**Run 1: wires at chosen ports, followed through buffers**

Scale bar: 20 um.
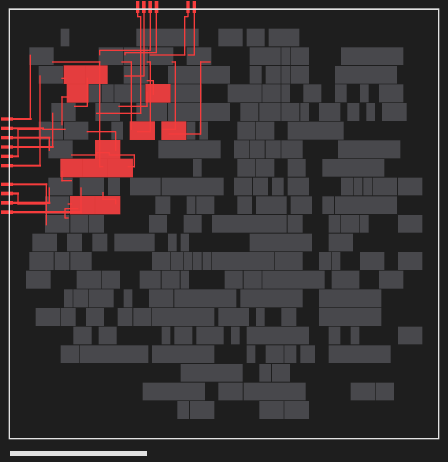
**Run 1: routed clock nets over the placement**

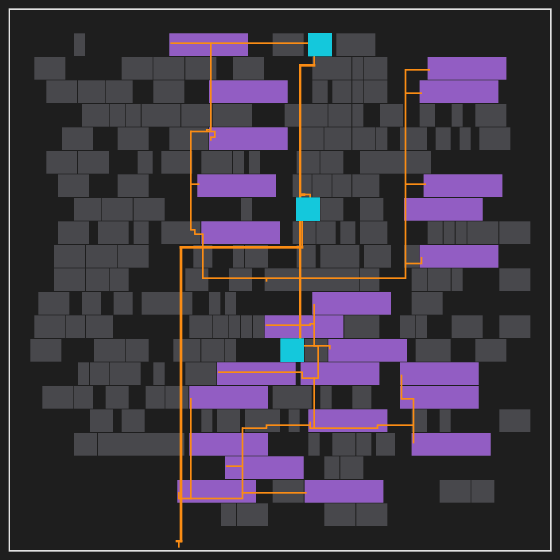
**Run 1: track usage over the die**

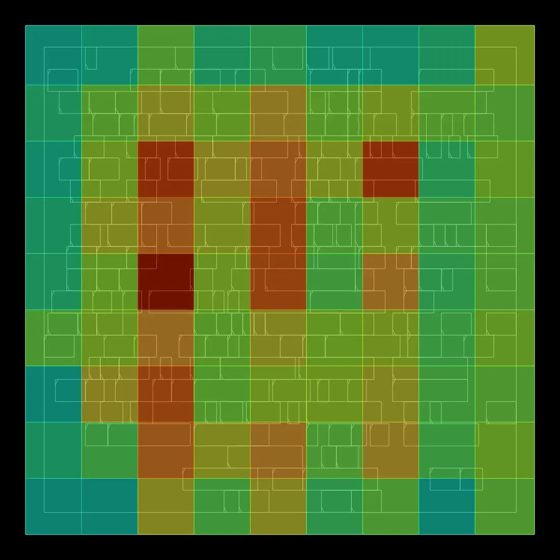
===== config.mk =====
export PLATFORM = sky130hd
export DESIGN_NAME = square_arbiter_flat
export DESIGN_NICKNAME = d
export VERILOG_FILES = /design/src/rtl/square_arbiter_if.sv /design/src/rtl/square_arbiter.sv /design/src/flat_wrapper.sv
export SDC_FILE = /design/constraint.sdc
export NUM_CORES = 1
export LEC_CHECK = 0
export CAP_MARGIN = 25
export CORE_MARGIN = 2
export CORE_UTILIZATION = 40
export DETAILED_ROUTE_END_ITERATION = 7
export GPL_ROUTABILITY_DRIVEN = 1
export HOLD_SLACK_MARGIN = 0.1
export PLACE_DENSITY_LB_ADDON = 0.15
export SYNTH_ARGS = -nofsm -noshare
export SYNTH_HDL_FRONTEND = slang
export SYNTH_SLANG_ARGS = --single-unit

===== constraint.sdc =====
create_clock -name clk -period 1.85 [get_ports clk]
set_input_delay 0.2775 -clock clk [delete_from_list [all_inputs] [get_ports clk]]
set_output_delay 0.2775 -clock clk [all_outputs]
set_load 0.01 [all_outputs]

===== src/rtl/square_arbiter_if.sv =====
// square_arbiter_if
//   Bundles the requester-side and result-side signals of square_arbiter.
//   master : operand producers / result consumer (drive req, num_bus, out_ready)
//   slave  : the arbiter itself (drives grant, out, out_id, out_valid)
//   Signals:
//     req[REQS]        per-requester request level
//     num_bus[REQS*N]  packed operands, requester i owns [i*N +: N]
//     grant[REQS]      one-hot, one-cycle capture acknowledge
//     out[2N]          squared result
//     out_id[IDW]      requester index of out
//     out_valid        result valid
//     out_ready        consumer accepts result
interface square_arbiter_if #(
    parameter int N    = 4,
    parameter int REQS = 4
);
    localparam int IDW = (REQS > 1) ? $clog2(REQS) : 1;

    logic [REQS-1:0]   req;
    logic [REQS*N-1:0] num_bus;
    logic [REQS-1:0]   grant;
    logic [2*N-1:0]    out;
    logic [IDW-1:0]    out_id;
    logic              out_valid;
    logic              out_ready;

    modport master (
        output req, num_bus, out_ready,
        input  grant, out, out_id, out_valid
    );

    modport slave (
        input  req, num_bus, out_ready,
        output grant, out, out_id, out_valid
    );
endinterface


===== src/rtl/square_arbiter.sv =====
// square_arbiter
//   Round-robin scheduler sharing one combinational squarer among REQS
//   requesters. One operand is captured per transaction (IDLE), squared
//   (CALC) and presented with its requester ID until accepted (HOLD).
//   Ports:
//     clk    rising-edge clock
//     rst_n  asynchronous active-low reset
//     bus    square_arbiter_if.slave (req/num_bus in, grant/out/out_id/
//            out_valid out, out_ready in)

// Combinational N-bit squarer, full 2N-bit result.
module square_gen #(
    parameter int N = 4
) (
    input  logic [N-1:0]   a,
    output logic [2*N-1:0] sq
);
    logic [2*N-1:0] a_ext;

    assign a_ext = {{N{1'b0}}, a};
    assign sq    = a_ext * a_ext;
endmodule

module square_arbiter #(
    parameter int N    = 4,
    parameter int REQS = 4
) (
    input logic            clk,
    input logic            rst_n,
    square_arbiter_if.slave bus
);
    localparam int IDW = (REQS > 1) ? $clog2(REQS) : 1;

    typedef enum logic [1:0] {IDLE, CALC, HOLD} state_t;

    state_t           state;
    state_t           state_nxt;
    logic [N-1:0]     op_reg;
    logic [IDW-1:0]   id_reg;
    logic [IDW-1:0]   ptr;
    logic [IDW-1:0]   ptr_inc;
    logic [IDW-1:0]   win;
    logic             found;
    logic [N-1:0]     win_op;
    logic [REQS-1:0]  grant_nxt;
    logic [2*N-1:0]   sq;

    square_gen #(.N(N)) u_square_gen (
        .a  (op_reg),
        .sq (sq)
    );

    // Rotating priority scan: ptr has highest priority, then ptr+1, ...
    // wrapping at REQS. The first set request bit wins.
    always_comb begin
        win   = '0;
        found = 1'b0;
        for (int k = 0; k < REQS; k++) begin
            if (!found && bus.req[(int'(ptr) + k) % REQS]) begin
                win   = IDW'((int'(ptr) + k) % REQS);
                found = 1'b1;
            end
        end
    end

    assign win_op = bus.num_bus[int'(win)*N +: N];

    // The just-served requester drops to lowest priority.
    assign ptr_inc = (int'(id_reg) == REQS - 1) ? '0 : id_reg + 1'b1;

    // State register
    always_ff @(posedge clk or negedge rst_n) begin
        if (!rst_n) begin
            state <= IDLE;
        end else begin
            state <= state_nxt;
        end
    end

    // Next-state logic
    always_comb begin
        state_nxt = state;
        case (state)
            IDLE:    if (found)         state_nxt = CALC;
            CALC:                       state_nxt = HOLD;
            HOLD:    if (bus.out_ready) state_nxt = IDLE;
            default:                    state_nxt = IDLE;
        endcase
    end

    // Output logic: grant pulse only leaves IDLE with a winner.
    always_comb begin
        grant_nxt = '0;
        if (state == IDLE && found) begin
            grant_nxt = REQS'(1) << win;
        end
    end

    // Registered datapath and outputs
    always_ff @(posedge clk or negedge rst_n) begin
        if (!rst_n) begin
            op_reg        <= '0;
            id_reg        <= '0;
            ptr           <= '0;
            bus.grant     <= '0;
            bus.out       <= '0;
            bus.out_id    <= '0;
            bus.out_valid <= 1'b0;
        end else begin
            bus.grant <= grant_nxt;
            case (state)
                IDLE: begin
                    if (found) begin
                        op_reg <= win_op;
                        id_reg <= win;
                    end
                end
                CALC: begin
                    bus.out       <= sq;
                    bus.out_id    <= id_reg;
                    bus.out_valid <= 1'b1;
                end
                HOLD: begin
                    if (bus.out_ready) begin
                        bus.out_valid <= 1'b0;
                        ptr           <= ptr_inc;
                    end
                end
                default: begin
                    bus.out_valid <= 1'b0;
                end
            endcase
        end
    end
endmodule


===== src/flat_wrapper.sv =====
// flat-port wrapper written by rule: the top's interface ports become plain ports
module square_arbiter_flat 
#(
    parameter int N    = 4,
    parameter int REQS = 4
)
  (clk, rst_n, bus_req, bus_num_bus, bus_out_ready, bus_grant, bus_out, bus_out_id, bus_out_valid);
  square_arbiter_if #(.N(N), .REQS(REQS)) bus_i ();
  input logic clk;
  input logic rst_n;
  input wire logic [$bits(bus_i.req)-1:0] bus_req;
  input wire logic [$bits(bus_i.num_bus)-1:0] bus_num_bus;
  input wire logic [$bits(bus_i.out_ready)-1:0] bus_out_ready;
  output wire logic [$bits(bus_i.grant)-1:0] bus_grant;
  output wire logic [$bits(bus_i.out)-1:0] bus_out;
  output wire logic [$bits(bus_i.out_id)-1:0] bus_out_id;
  output wire logic [$bits(bus_i.out_valid)-1:0] bus_out_valid;
  assign bus_i.req = bus_req;
  assign bus_i.num_bus = bus_num_bus;
  assign bus_i.out_ready = bus_out_ready;
  assign bus_grant = bus_i.grant;
  assign bus_out = bus_i.out;
  assign bus_out_id = bus_i.out_id;
  assign bus_out_valid = bus_i.out_valid;
  square_arbiter #(.N(N), .REQS(REQS)) u_core (.clk(clk), .rst_n(rst_n), .bus(bus_i));
endmodule

==> flow_metrics.rpt, run 1 <==
==== FLOW RESULTS ====
----------------------------------------------------
[Cells and area]
  Share of final-layout standard cells stronger than drive strength 1 ........................ 0.255
  Logic cell area ........................ 747 um2
  Sequential share of cell area ........................ 0.299
  Number of flip-flops and latches ........................ 24
  Cell type taking the most area ........................ logic gates
  Count of non-CTS buffers in the layout ........................ 58
  Max reg flops ........................ 7
  Combinational share of cell area ........................ 0.372
  Relative area of non-clock buffer cells in the final design ........................ 0.262
  Number of clock buffers in the layout ........................ 3
  Area of all placed cells without fillers ........................ 0.00201 mm2
  Number of multi-input combinational cells in the layout ........................ 100

[Synthesis]
  Post-Synthesis Cell Area ........................ 0.00137 mm2
  Total of flip-flops plus latches after synthesis ........................ 24
  Mapped Cells ........................ 133
  Top logic cell family in the synthesized netlist ........................ AND-OR/OR-AND gates
  Post-Synthesis Mean Instance Area ........................ 10.3 um2
  Number of enable flip-flop cells ........................ 0
  FFs w/ async S/R, synth ........................ 1.00
  XOR Share, Synth ........................ 0.0192
  Number of cell instances after yosys synthesis ........................ 133
  Warnings, synthesis ........................ 0
  Top area cell types ........................ dfrtp_1 (44%), nand2_1 (5.2%), ha_1 (3.7%)
  Number of distinct standard cells referenced by the synthesized netlist ........................ 37
  Cell accounting for the most synthesized area ........................ dfrtp_1
  Multiplexer area fraction after synthesis ........................ 0.0612
  Share of the synthesized area in the top cell type ........................ 0.439

[Placed design]
  DP Cell Count ........................ 233
  Number of I/O port buffers ........................ 36
  Placed Instance Area ........................ 0.00193 mm2
  Final weighted congestion of routability-driven global placement ........................ 0.702

[Worst setup path]
  Worst Setup EP ........................ u_core.bus.out[7]$_DFFE_PN0P_
  Slowest stage delay, CP ........................ 0.44 ns
  Startpoint of the most critical register-to-register path ........................ u_core.op_reg[2]$_DFFE_PN0P_
  Logic depth of the worst register-to-register path ........................ 9
  Start point of the critical path ........................ u_core.op_reg[2]$_DFFE_PN0P_
  Data arrival time of the critical path ........................ 1.98 ns
  Reg-to-reg endpoint ........................ u_core.bus.out[7]$_DFFE_PN0P_
  Critical path fanouts, max ........................ 3
  CP Capture Type ........................ flip-flop
  Setup CP Type ........................ flip-flop to flip-flop

[CTS]
  Post-cts repair resize count ........................ 3
  Hold-fix buffers, CTS ........................ 0
  CTS Buf Count ........................ 3
  Number of clock sinks ........................ 24
  Clock Root Buffer ........................ clkbuf_4
  Worst-path clk slew ........................ 0.13 ns
  Buffer count from post-CTS setup fixing ........................ 1

[Timing]
  Final Cycle Share ........................ 0.952
  Setup repair after global routing missed its margin ........................ yes
  Highest clock rate ........................ 568 MHz
  Smallest hold slack ........................ 0.284 ns
  Hold violation count in the final report ........................ 0
  Total setup violations reported at the end of the flow ........................ 0

[Drt]
  Total iterations of the first detailed-routing run ........................ 4
  Initial DRC count ........................ 24
  Post-DRT Antenna Nets ........................ 0
  Final wirelength ........................ 2920 um

[GRT]
  Total congestion overflow after global routing ........................ 0
  Number of antenna violations at the first check in global routing ........................ 0
  First-pass GRT wire length ........................ 5030 um
  Largest net degree at the start of global routing ........................ 25
  Global router's overall resource usage ........................ 0.162

[Floorplanning]
  # Taps ........................ 46
  # rows ........................ 21
  Core utilization before placement ........................ 0.413
  Total die size ........................ 0.00391 mm2
  Width of the die ........................ 62.5 um

[Power]
  Cell area power density ........................ 1410 mW/mm2
  Design Power ........................ 2.83 mW

[Outcome]
  Run status ........................ completed

----------------------------------------------------
About 'wires at chosen ports, followed through buffers':
bus_num_bus: drawn in red, direction input, end cells 12, buffers 16, wire 303 um.

About 'routed clock nets over the placement':
clock drivers: drawn in cyan, count 3. flip-flops: drawn in purple, count 24. clock wires: drawn in orange, length 308 um.
There are 4 routed clock nets.

About 'track usage over the die':
WL/cell: 12.3 um
final core area utilization: 0.606
Top Usage Layer GRT: met2

## run 1: metrics by stage
stage / TNS, ns / setup WS, ns
2_1_floorplan: 0 / 0.0673
3_3_place_gp: 0 / 0.0204
3_5_place_dp: -0.186 / -0.0479
4_1_cts: 0 / 0.00542
5_1_grt: -0.00806 / -0.00806
6_report: 0 / 0.0884
## run 1: worst max-delay path: cells and delay by family (launching register included)
kind,cells,cell delay (ns)
AOI/OAI and AO/OA,4,0.66
adders and majority gates,1,0.27
buffers and inverters,1,0.04
DFF,1,0.44
and+or+nand+nor,3,0.28
## run 1: metal layers
metal | global-route usage | wire, um | vias up
met5 | 0 | 0 | -
met1 | 0.167 | 1190 | 528
li1 | - | - | 587
met2 | 0.316 | 1550 | 30
met4 | 0.0833 | 66 | 0
met3 | 0.0216 | 112 | 5
## run 1: placed cells by master (no fill, tap or decap), types with 2 or more instances in the layout
| cell type | count |
|---|---|
| a21o_1 | 2 |
| a21oi_1 | 2 |
| a21oi_2 | 3 |
| and2_1 | 3 |
| and4_1 | 4 |
| buf_4 | 22 |
| clkbuf_4 | 3 |
| clkdlybuf4s50_1 | 36 |
| dfrtp_1 | 24 |
| ha_1 | 4 |
| inv_1 | 5 |
| mux2_2 | 3 |
| mux2i_1 | 5 |
| nand2_1 | 18 |
| nand2b_1 | 5 |
| nor2_1 | 3 |
| nor2_2 | 2 |
| nor2b_1 | 4 |
| o211ai_2 | 4 |
| o21ai_0 | 7 |
| o21ai_1 | 7 |
| o31a_2 | 4 |
| o31ai_1 | 2 |
| or2_1 | 2 |
| xor2_1 | 2 |
## run 1: report_power, final
group	internal (mW)	switching (mW)	total [mW]
clock network	0.219	0.164	0.383
logic	0.829	0.692	1.52
registers	0.748	0.176	0.924
## Run 2: what changed since run 1
SKIP_CTS_REPAIR_TIMING = 1   (was unset)
SLEW_MARGIN = 20   (was unset)
**Run 2: sequential cells colored by netlist name**

Other sequential cells in the stronger gray, the rest of the logic in the fainter gray.
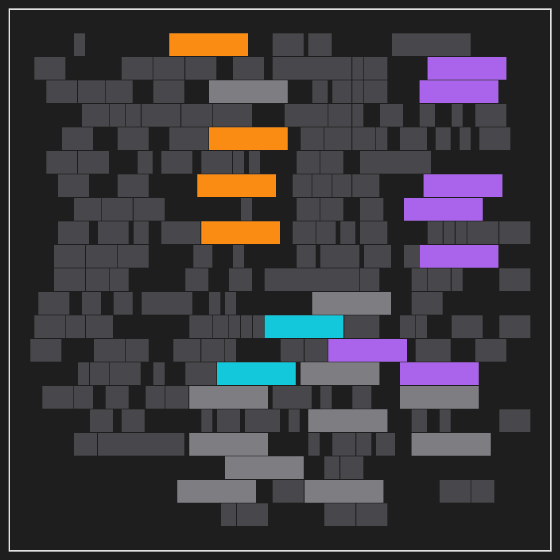
u_core.op_reg: drawn in orange, placed flops 4. u_core.id_reg: drawn in cyan, placed flops 2. u_core.bus.out: drawn in purple, placed flops 7.
Another 11 sequential cells are not colored.

==> flow_metrics.rpt, run 2 <==
==== FLOW RESULTS ====
----------------------------------------------------
[Cells and area]
  Share of final-layout standard cells stronger than drive strength 1 ........................ 0.267 (+0.0118)
  Area of all placed cells without fillers ........................ 0.00202 mm2 (+0.87%)
  Logic cell area ........................ 772 um2 (+3.4%)
  Max reg flops ........................ 7 (unchanged)
  Final core area utilization ........................ 0.611 (+0.00529)
  Post-synthesis to final-layout area growth ........................ 47.8%
  Most frequently placed logic cells in the final layout ........................ clkdlybuf4s50_1 (36), dfrtp_1 (24), buf_4 (21)
  Most common library cell in the layout ignoring fill and taps ........................ clkdlybuf4s50_1

[Timing]
  Total setup violations reported at the end of the flow ........................ 0 (unchanged)
  Highest clock rate ........................ 552 MHz (-2.7%)
  Sum Neg Setup Slack ........................ 0 ns (unchanged)
  Smallest hold slack ........................ 0.287 ns (+0.00291 ns)
  Setup slack after layout ........................ 0.0396 ns (-0.0488 ns)
  Final Cycle Share ........................ 0.979 (+0.0264)
  Setup repair after global routing missed its margin ........................ yes
  Hold violation count in the final report ........................ 0 (unchanged)

[Power]
  P_sw ........................ 1.05 mW (+1.3%)
  Clock network fraction of total power ........................ 0.134 (about the same)
  Design Power ........................ 2.86 mW (+0.97%)
  Internal power ........................ 1.81 mW (+0.76%)
  Sw frac ........................ 0.366 (+0.00133)
  Static leakage power ........................ 0.907 nW
  Part of the total power dissipated in combinational logic ........................ 0.542 (+0.004)
  Cell area power density ........................ 1410 mW/mm2 (+0.10%)
  Share of power burned in registers ........................ 0.324 (-0.003)

[Placed design]
  DP Cell Count ........................ 233 (unchanged)
  Number of I/O port buffers ........................ 36 (unchanged)
  Final weighted congestion of routability-driven global placement ........................ 0.702 (unchanged)
  Placed Instance Area ........................ 0.00193 mm2 (unchanged)
  Worst slack at placement ........................ -0.0479 ns (unchanged)

[Worst setup path]
  Critical path fanouts, max ........................ 4 (+1)
  CP Capture Type ........................ flip-flop
  Logic depth of the worst register-to-register path ........................ 9 (unchanged)
  Reg-to-reg endpoint ........................ u_core.bus.out[7]$_DFFE_PN0P_
  Startpoint of the most critical register-to-register path ........................ u_core.op_reg[2]$_DFFE_PN0P_
  Data arrival time of the critical path ........................ 2.03 ns (+0.05 ns)
  Setup CP Type ........................ flip-flop to flip-flop

[GRT]
  Total congestion overflow after global routing ........................ 0 (unchanged)
  Largest net degree at the start of global routing ........................ 25 (unchanged)
  Global router's overall resource usage ........................ 0.160 (-0.00193)
  Number of antenna violations at the first check in global routing ........................ 0 (unchanged)
  First-pass GRT wire length ........................ 4980 um (-0.97%)

[Synthesis]
  Aoi share ........................ 0.207
  Top logic cell family in the synthesized netlist ........................ AND-OR/OR-AND gates
  Post-Synthesis Mean Instance Area ........................ 10.3 um2 (unchanged)
  Warnings, synthesis ........................ 0 (unchanged)
  Number of distinct standard cells referenced by the synthesized netlist ........................ 37 (unchanged)
  Cell accounting for the most synthesized area ........................ dfrtp_1
  Share of the synthesized area in the top cell type ........................ 0.439 (unchanged)
  Post-Synthesis Cell Area ........................ 0.00137 mm2 (unchanged)
  Mapped Cells ........................ 133 (unchanged)
  FFs w/ async S/R, synth ........................ 1.00 (unchanged)
  Number of cell instances after yosys synthesis ........................ 133 (unchanged)
  Number of enable flip-flop cells ........................ 0 (unchanged)
  XOR Share, Synth ........................ 0.0192 (unchanged)
  Top area cell types ........................ dfrtp_1 (44%), nand2_1 (5.2%), ha_1 (3.7%)
  Total of flip-flops plus latches after synthesis ........................ 24 (unchanged)
  Multiplexer area fraction after synthesis ........................ 0.0612 (unchanged)

[Drt]
  Total iterations of the first detailed-routing run ........................ 4 (unchanged)
  Post-DRT Antenna Nets ........................ 0 (unchanged)
  WL/cell ........................ 12.4 um (+0.73%)
  Final wirelength ........................ 2930 um (+0.31%)
  Initial DRC count ........................ 24 (unchanged)

[CTS]
  TritonCTS clock tree ........................ done
  CTS Buf Count ........................ 3 (unchanged)
  Worst-path clk slew ........................ 0.13 ns (about the same)
  Clock Root Buffer ........................ clkbuf_4
  Number of clock sinks ........................ 24 (unchanged)
  CTS H-Tree Depth ........................ 1

[Floorplanning]
  # rows ........................ 21 (unchanged)
  Width of the die ........................ 62.5 um (unchanged)
  Total die size ........................ 0.00391 mm2 (unchanged)
  Core utilization before placement ........................ 0.413 (unchanged)

[Outcome]
  Run status ........................ completed

----------------------------------------------------
## run 2: critical path: stages (launching register included)
cell and delay, ns:
dfrtp_1 0.43, nor2b_4 0.18, nand2_2 0.07, inv_2 0.08
ha_4 0.20, a31o_1 0.18, a21oi_2 0.14, nor2b_1 0.06
o31ai_1 0.28, o21ai_1 0.11
## run 2: routing by layer
metal,share of wire,vias to the layer above,GRT usage
met5,0,-,0
met4,0.018,0,0.0833
met3,0.038,4,0.0216
met2,0.53,29,0.313
met1,0.42,523,0.163
li1,-,585,-
## run 2: power groups by stage
stage                     Sequential, mW  Clock, mW  Combinational [mW]
after floorplan                    0.963          0               0.801
after global placement             0.925          0                1.45
after detailed placement           0.931          0                1.49
after CTS                          0.917      0.386                1.50
after global routing               0.960      0.412                1.71
final                              0.924      0.383                1.55
## run 2: layout make-up
type / instances / area share
Clock inverter: 1 / 0.0148
Multi-Input combinational cell: 100 / 0.382
Tap cell: 46 / 0.0284
Timing Repair Buffer: 57 / 0.256
Sequential cell: 24 / 0.297
Clock buffer: 3 / 0.0111
Inverter: 6 / 0.0111
## run 2: worst max-delay path by stage
stage	startpoint	to	slack [ns]	cells after the start
floorplan	u_core.op_reg[1]$_DFFE_PN0P_	u_core.bus.out[7]$_DFFE_PN0P_	0.07	9
global placement	bus_req[2]	u_core.op_reg[3]$_DFFE_PN0P_	0.02	6
detailed placement	u_core.op_reg[2]$_DFFE_PN0P_	u_core.bus.out[7]$_DFFE_PN0P_	-0.05	9
CTS	u_core.op_reg[2]$_DFFE_PN0P_	u_core.bus.out[7]$_DFFE_PN0P_	-0.07	9
global route	u_core.op_reg[2]$_DFFE_PN0P_	u_core.bus.out[7]$_DFFE_PN0P_	-0.04	9
finish	u_core.op_reg[2]$_DFFE_PN0P_	u_core.bus.out[7]$_DFFE_PN0P_	0.04	9
## Run 3: what changed since run 2
SYNTH_HIERARCHICAL = 1   (was unset)
**Run 3: wires at chosen ports, followed through buffers**

Scale bar: 20 um.
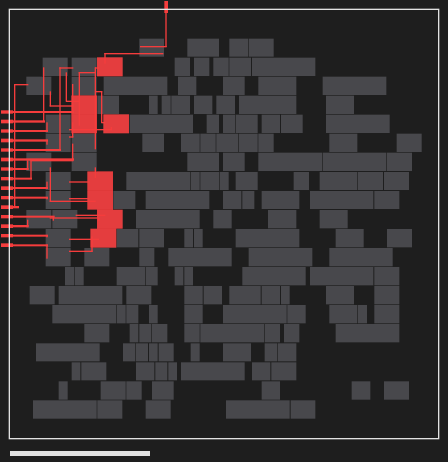
bus_num_bus: drawn in red, direction input, end cells 8, buffers 16, wire 238 um.
number of top-level design ports: 38
number of I/O port buffers: 37

==> flow_metrics.rpt, run 3 <==
==== FLOW RESULTS ====
----------------------------------------------------
[Outcome]
  Run status ........................ finished with violations
  Violations in the final reports ........................ negative setup slack

[Power]
  Static leakage power ........................ 0.839 nW (-7.5%)
  Internal power ........................ 1.74 mW (-3.9%)
  Cell area power density ........................ 1470 mW/mm2 (+4.5%)
  Part of the total power dissipated in combinational logic ........................ 0.556 (+0.014)
  Sw frac ........................ 0.359 (-0.00681)
  Clock network fraction of total power ........................ 0.087 (-0.047)
  Design Power ........................ 2.72 mW (-4.9%)
  Share of power burned in registers ........................ 0.356 (+0.032)
  P_sw ........................ 976 uW (-6.7%)

[Cells and area]
  Area of all placed cells without fillers ........................ 0.00184 mm2 (-9.0%)
  Net total in the final layout ........................ 193
  Share of final-layout standard cells stronger than drive strength 1 ........................ 0.213 (-0.0536)
  Max reg flops ........................ 8 (+1)
  Most common library cell in the layout ignoring fill and taps ........................ clkdlybuf4s50_1
  Most frequently placed logic cells in the final layout ........................ clkdlybuf4s50_1 (37), dfrtp_1 (25), nand2_1 (11)
  Post-synthesis to final-layout area growth ........................ 41.0%

[Synthesis]
  Top cell types by occurrence after synthesis ........................ dfrtp_1 (25), mux2_2 (11), nand2_1 (11), mux2i_1 (9)
  Top_reg_cell synth ........................ dfrtp_1
  Number of enable flip-flop cells ........................ 0 (unchanged)
  Aoi share ........................ 0.111 (-0.0964)
  Total of flip-flops plus latches after synthesis ........................ 25 (+4.2%)
  Warnings, synthesis ........................ 6 (+6)
  Multiplexer area fraction after synthesis ........................ 0.164 (+0.103)
  Share of the synthesized area in the top cell type ........................ 0.479 (+0.0402)
  Top logic cell family in the synthesized netlist ........................ multiplexers
  Mapped Cells ........................ 117 (-12%)
  Synth top cell by count ........................ dfrtp_1
  Post-Synthesis Mean Instance Area ........................ 11.2 um2 (+8.5%)
  FFs w/ async S/R, synth ........................ 1.00 (unchanged)
  Cell accounting for the most synthesized area ........................ dfrtp_1
  Number of distinct standard cells referenced by the synthesized netlist ........................ 35 (-5.4%)
  Number of cell instances after yosys synthesis ........................ 117 (-12%)
  Post-Synthesis Cell Area ........................ 0.00131 mm2 (-4.6%)

[CTS]
  Worst-path clk slew ........................ 0.13 ns (about the same)
  TritonCTS clock tree ........................ done
  CTS H-Tree Depth ........................ 1 (unchanged)
  CTS Buf Count ........................ 3 (unchanged)
  Number of clock sinks ........................ 25 (+4.2%)
  Clock Root Buffer ........................ clkbuf_4

[Floorplanning]
  Core Area ........................ 0.00308 mm2
  Total die size ........................ 0.00374 mm2 (-4.3%)
  Core utilization before placement ........................ 0.424 (+0.0109)
  Width of the die ........................ 61.1 um (-2.2%)
  Die span in y ........................ 61.1 um
  # rows ........................ 20 (-4.8%)

[GRT]
  Total congestion overflow after global routing ........................ 0 (unchanged)
  Number of antenna violations at the first check in global routing ........................ 0 (unchanged)
  First-pass GRT wire length ........................ 4400 um (-12%)
  Largest net degree at the start of global routing ........................ 26 (+4.0%)

[Drt]
  Final wirelength ........................ 2640 um (-10%)
  Total iterations of the first detailed-routing run ........................ 4 (unchanged)
  Initial DRC count ........................ 26 (+8.3%)
  WL/cell ........................ 12.7 um (+2.5%)
  Post-DRT Antenna Nets ........................ 0 (unchanged)

[Timing]
  Setup slack after layout ........................ -0.0152 ns (-0.0548 ns)
  Sum Neg Setup Slack ........................ -0.0152 ns (-0.0152 ns)
  Highest clock rate ........................ 536 MHz (-2.9%)
  Final Cycle Share ........................ 1.01 (+0.0296)
  Total setup violations reported at the end of the flow ........................ 1 (+1)
  Setup repair after global routing missed its margin ........................ yes
  Hold violation count in the final report ........................ 0 (unchanged)

[Worst setup path]
  Reg-to-reg endpoint ........................ u_core/bus.out[6]$_DFFE_PN0P_
  Data arrival time of the critical path ........................ 2.08 ns (+0.05 ns)
  CP Capture Type ........................ flip-flop
  Logic depth of the worst register-to-register path ........................ 7 (-2)
  Startpoint of the most critical register-to-register path ........................ u_core/op_reg[1]$_DFFE_PN0P_
  Critical path fanouts, max ........................ 4 (unchanged)
  Start point of the critical path ........................ u_core/op_reg[1]$_DFFE_PN0P_
  Worst Setup EP ........................ u_core/bus.out[6]$_DFFE_PN0P_
  Setup CP Type ........................ flip-flop to flip-flop

[Placed design]
  Final weighted congestion of routability-driven global placement ........................ 0.768 (+9.4%)
  Placed Instance Area ........................ 0.00178 mm2 (-7.6%)
  Worst slack at placement ........................ -0.0598 ns (-0.0118 ns)

----------------------------------------------------
==> run 3: netlist changes by cell type in the layout (fill, tap and decap cells not counted), sizes merged, moves of 8 or more <==
cell	previous run	this run
o21ai	14	5
buf	21	10
mux2	3	11
nand2	19	11
==> run 3: per-layer routing <==
| layer | global-route usage | share of wire |
|---|---|---|
| met1 | 0.191 | 0.45 |
| met5 | 0 | 0 |
| met4 | 0.0373 | 0.0053 |
| met3 | 0.0420 | 0.076 |
| met2 | 0.280 | 0.47 |
==> run 3: through the flow <==
stage | hold WS (ns) | utilization | instances
after floorplan | -0.0181 | - | 117
after detailed placement | 0.467 | 0.579 | 203
final | 0.319 | 0.598 | 208
after global routing | 0.345 | 0.598 | 208
after CTS | 0.324 | 0.588 | 207
after global placement | 0.460 | 0.579 | 203
==> run 3: cell type report <==
class / count / area (um2)
inverter: 4 / 15.0
tap: 44 / 55.1
multi-input combinational: 84 / 673
clock buffer: 3 / 22.5
sequential: 25 / 626
fill: 279 / 1240
timing repair buffer: 47 / 445
clock inverter: 1 / 5.00
==> run 3: cells by family after synthesis <==
family | Yosys count
DFF | 25
AOI/OAI and AO/OA | 22
and+or+nand+nor | 33
xor gates and xnor gates | 3
adders and majority gates | 5
other | 1
muxes | 20
buffers and inverters | 8
==> run 3: critical path, stage by stage (launching register included) <==
cell and delay [ns]:
dfrtp_1 0.41, and2b_1 0.21, and2_4 0.18, fa_2 0.33
a21o_1 0.19, a21oi_2 0.12, xnor2_1 0.07, mux2_4 0.25
==> run 3: power by group through the flow <==
stage          sequential (mW)  combinational (mW)  clock [mW]
2_1_floorplan             1.02               0.809           0
3_3_place_gp             0.970                1.42           0
3_5_place_dp             0.982                1.46           0
4_1_cts                  0.971                1.46       0.249
5_1_grt                   1.01                1.65       0.264
6_report                 0.968                1.51       0.238

==> gallery <==
The metal 1 layer.
panel A
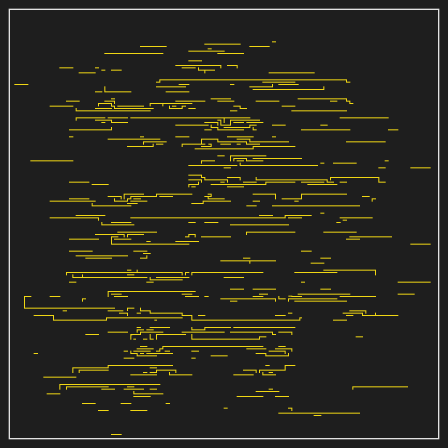
panel B
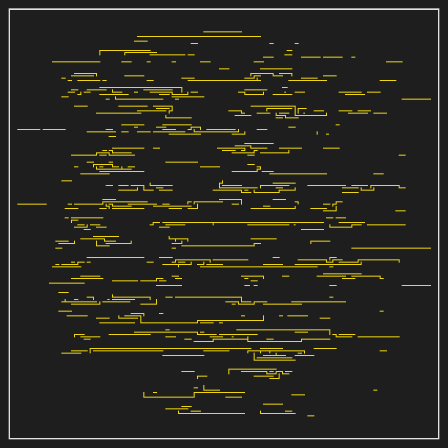
run 3: panel A
run 1: panel B

Power is estimated from default activity; no workload was simulated.
